Design axi_lite_cmd_master, sky130hd; sources not shown.
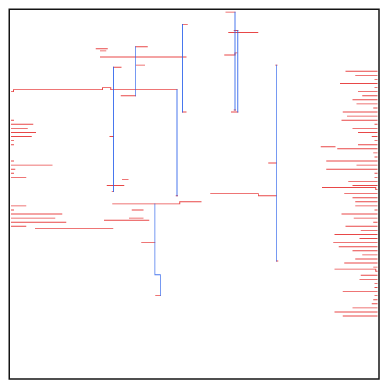
(images/metal_stack.png)
Scale: 3 px per um. Two of the layers only.
| layer | color | wire length |
|---|---|---|
| met3 | red | 794 um |
| met4 | blue | 280 um |
All-Layer GR Usage: 0.157
WL per Instance: 15.2 um
Vias: 3497
Post-Route WL: 11800 um

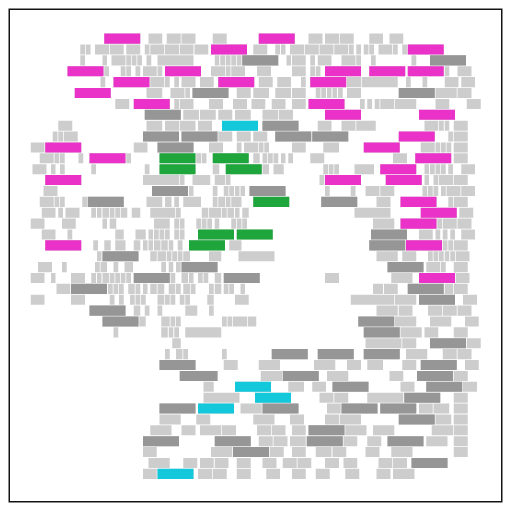
(images/registers.png)
Scale: 4 px per um. Other sequential cells in the stronger gray, the rest of the logic in the fainter gray.
| signal | color | flops |
|---|---|---|
| m0_axi_wstrb | cyan | 5 |
| u_tmo.cnt | green | 8 |
| rsp_rdata | magenta | 32 |
not colored: 53
sequential portion of the cell area: 0.373
sequential power: 1.05 mW

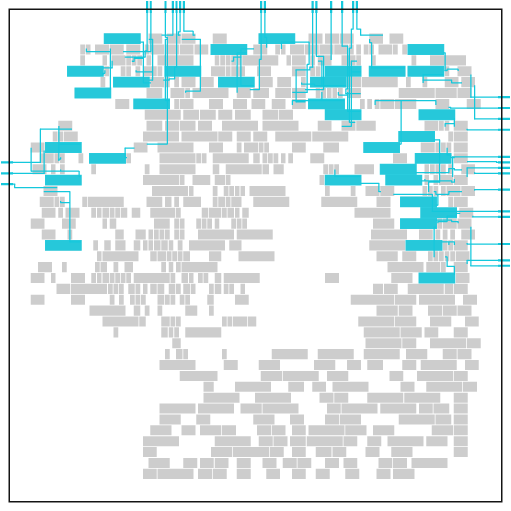
(images/port_nets.png)
Scale: 4 px per um.
| port | color | bits | direction | edge | end cells | wire |
|---|---|---|---|---|---|---|
| rsp_rdata | cyan | 32 | output | 15 top, 14 right, 3 left | 32 | 965 um |
I/O pin count: 188
PortBufs: 187

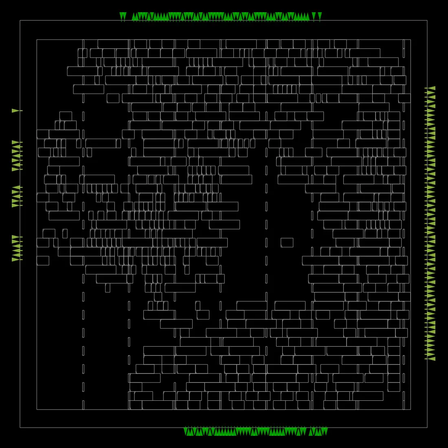
(images/final_placement.png)
final cell count without fillers: 777
final core occ: 0.524
Flop Count: 98

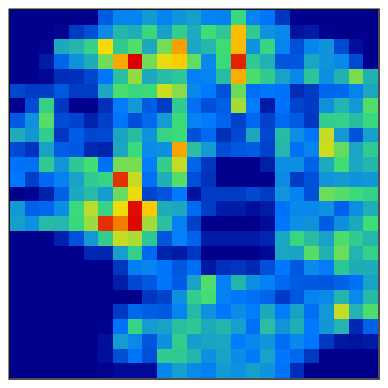
(images/wire_density.png)
Scale: 3 px per um. 25 x 25 tiles, from dark blue (low) to red (high), scaled to the fullest tile. Values are wire area over tile area, all layers added.
nearly empty tiles: 20%
tiles over half the peak: 9.8%
fullest tile: 0.50
mean over tiles: 0.13

==> results_slide.txt <==
Physical Implementation Snapshot

GRT
  – Initial antenna violation count: 0
  – GRT met3 Usage: 0.0341
  – Gr busiest metal: met2
  – Total congestion overflow: 0
  – Routing usage on met1: 0.187
  – Vias in the first global route: around 3600
  – GRT met2 Usage: 0.269
  – First-pass GRT wire length: around 18000 um
  – Largest net degree at the start of global routing: about 55

Worst setup path
  – CP Launch Type: register
  – CP cell instances: clkdlybuf4s50_1
  – WP data arrival: 1.70 ns
  – Slowest stage delay, CP: ~0.8 ns
  – CP Class: reg2out
  – Slowest-stage cell, CP: clkdlybuf4s50_1
  – Critical path depth: 1
  – Crit path buf inv count: 1
  – Worst Path Required: between 5 and 6 ns
  – Crit-path leading delay family: buffers and inverters
  – Worst-path fanout max: 3
  – R2R Setup Slk: approximately 4.5 ns
  – Reg2reg path depth: 6
  – Crit. End Element: output pin

Route
  – Final ANT Viol Nets: 0
  – Top sig layer: met4
  – Detailed Routing Iterations Pass 1: 4
  – DRC viols: 0
  – WL met1: roughly 4800 um
  – Vias per cell: 4.50
  – Met2 Routed Length: 5970 um
  – Met3 wire length: roughly 790 um
  – DR iter-0 viols: ~150

Yosys
  – Yosys chip area: 0.00432 mm^2
  – Distinct lib cells: 27
  – EDFF count, synth: 0
  – Yosys cell count: between 400 and 500
  – Area leader, netlist: dfrtp_1
  – Seq/Total Area, Yosys: 0.568
  – Commonest cells in the netlist: nand2_1 (154), dfrtp_1 (97), mux2_4 (29), nor2_1 (26), inv_1 (24)
  – Synth async-reset ratio: 1.00
  – Synthesized cell area: roughly 0.0043 mm^2
  – Syn. warnings: 0
  – Syn Inst Count: between 400 and 500
  – Synth Area per Inst: 10.3 um^2
  – Primary FF master, synth: dfrtp_1
  – Syn Nets: 514
  – Synth top cell by count: nand2_1
  – Top-area cell share: 0.562
  – Biggest area cells: dfrtp_1 (56%), nand2_1 (13%), mux2_4 (10%)
  – Ys flops: 98

CTS
  – CTS Sinks: roughly 100
  – Num CTS Buffers: 9
  – Worst-Skew Late Latency: approximately 0.35 ns
  – CTS tree: done
  – H-tree levels: 3
  – Clock buffer depth: 2
  – CTS Hold Bufs: 0
  – CTS clock-pin slew for the worst setup and hold paths: roughly 0.060 ns
  – Post_cts resized: 0
  – Setup repair bufs after CTS: 0
  – Clock root cell: clkbuf_16

Placement
  – Placed cell area: about 0.0063 mm^2
  – DP HPWL: about 9000 um
  – Final GP Congestion: around 0.79
  – DP Cell Count: between 700 and 800
  – Place WS: between 3 and 4 ns

Finish
  – Design Area, Final: roughly 0.0066 mm^2
  – ANT cells: 0
  – Dominant logic cell types in the final layout: clkdlybuf4s50_1 (187), nand2_1 (153), dfrtp_1 (97), mux2_4 (29), nor2_1 (26)
  – Layout cells sized above 1: 0.124
  – Commonest Layout Cell: clkdlybuf4s50_1
  – # nets final: between 600 and 700
  – Syn-to-layout area delta: 52.2%
  – Fill cell count: ~1100

STA
  – Max_slew headroom: 0.560
  – Setup ws final: ~3.6 ns
  – Slew Limit Fails: 0
  – Final hold slack: around 0.37 ns
  – Slew @ Worst Pin: approximately 0.66 ns
  – Unrepaired setup endpoints after global routing: no
  – Fin Setup TNS: 0 ns
  – Final period utilization: 0.468
  – Tmin final: approximately 3.1 ns
  – Peak Freq: about 320 MHz
  – Final hold vios: 0
  – Setup-failing EPs final: 0

Die
  – Core area: between 0.01 and 0.015 mm^2
  – DIE AREA: roughly 0.015 mm^2
  – Die Ht: 123 um
  – Chip Width: 123 um
  – # rows: ~41
  – FP Util: 0.344

Power and ir drop
  – PD cells: a little under 600 mW/mm^2
  – Overall Power: approximately 3.9 mW
  – Worst VDD drop: about 0.00019 V
  – Leak Pwr: 3.19 nW

Status
  – Status: completed

Worst hold path
  – Hold Path Cell Cnt: 2
  – Hold Crit Class: reg2reg

Flow run
  – Tally of OpenROAD warnings: 27
  – Max_cap viols: 0
==> cell families after synthesis <==
logic type	synth area share
buffers and inverters	0.0605
XOR/XNOR	0.00608
flip-flops	0.568
AND-OR/OR-AND	0.0168
AND/OR/NAND/NOR	0.201
multiplexers	0.142
adder cells (fa/ha/maj)	0.00579
==> layout make-up <==
cell class              instances  area, um^2  area share
flip-flops and latches         98        2450       0.373
multi-input cells             275        1610       0.245
repair buffers                190        1890       0.288
well taps                     172         215      0.0327
inverters                      26         100      0.0152
clock inverters                 3        46.3     0.00704
clock buffers                  13         260      0.0396
==> where the power goes <==
group	total (mW)	switching (mW)	leakage, nW	internal [mW]
clock network	0.533	0.222	0.146	0.312
logic	2.28	1.48	1.79	0.802
registers	1.05	0.179	1.25	0.868
total	3.86	1.88	3.19	1.98
No activity file was given, so power comes from the tool's default toggle rates.
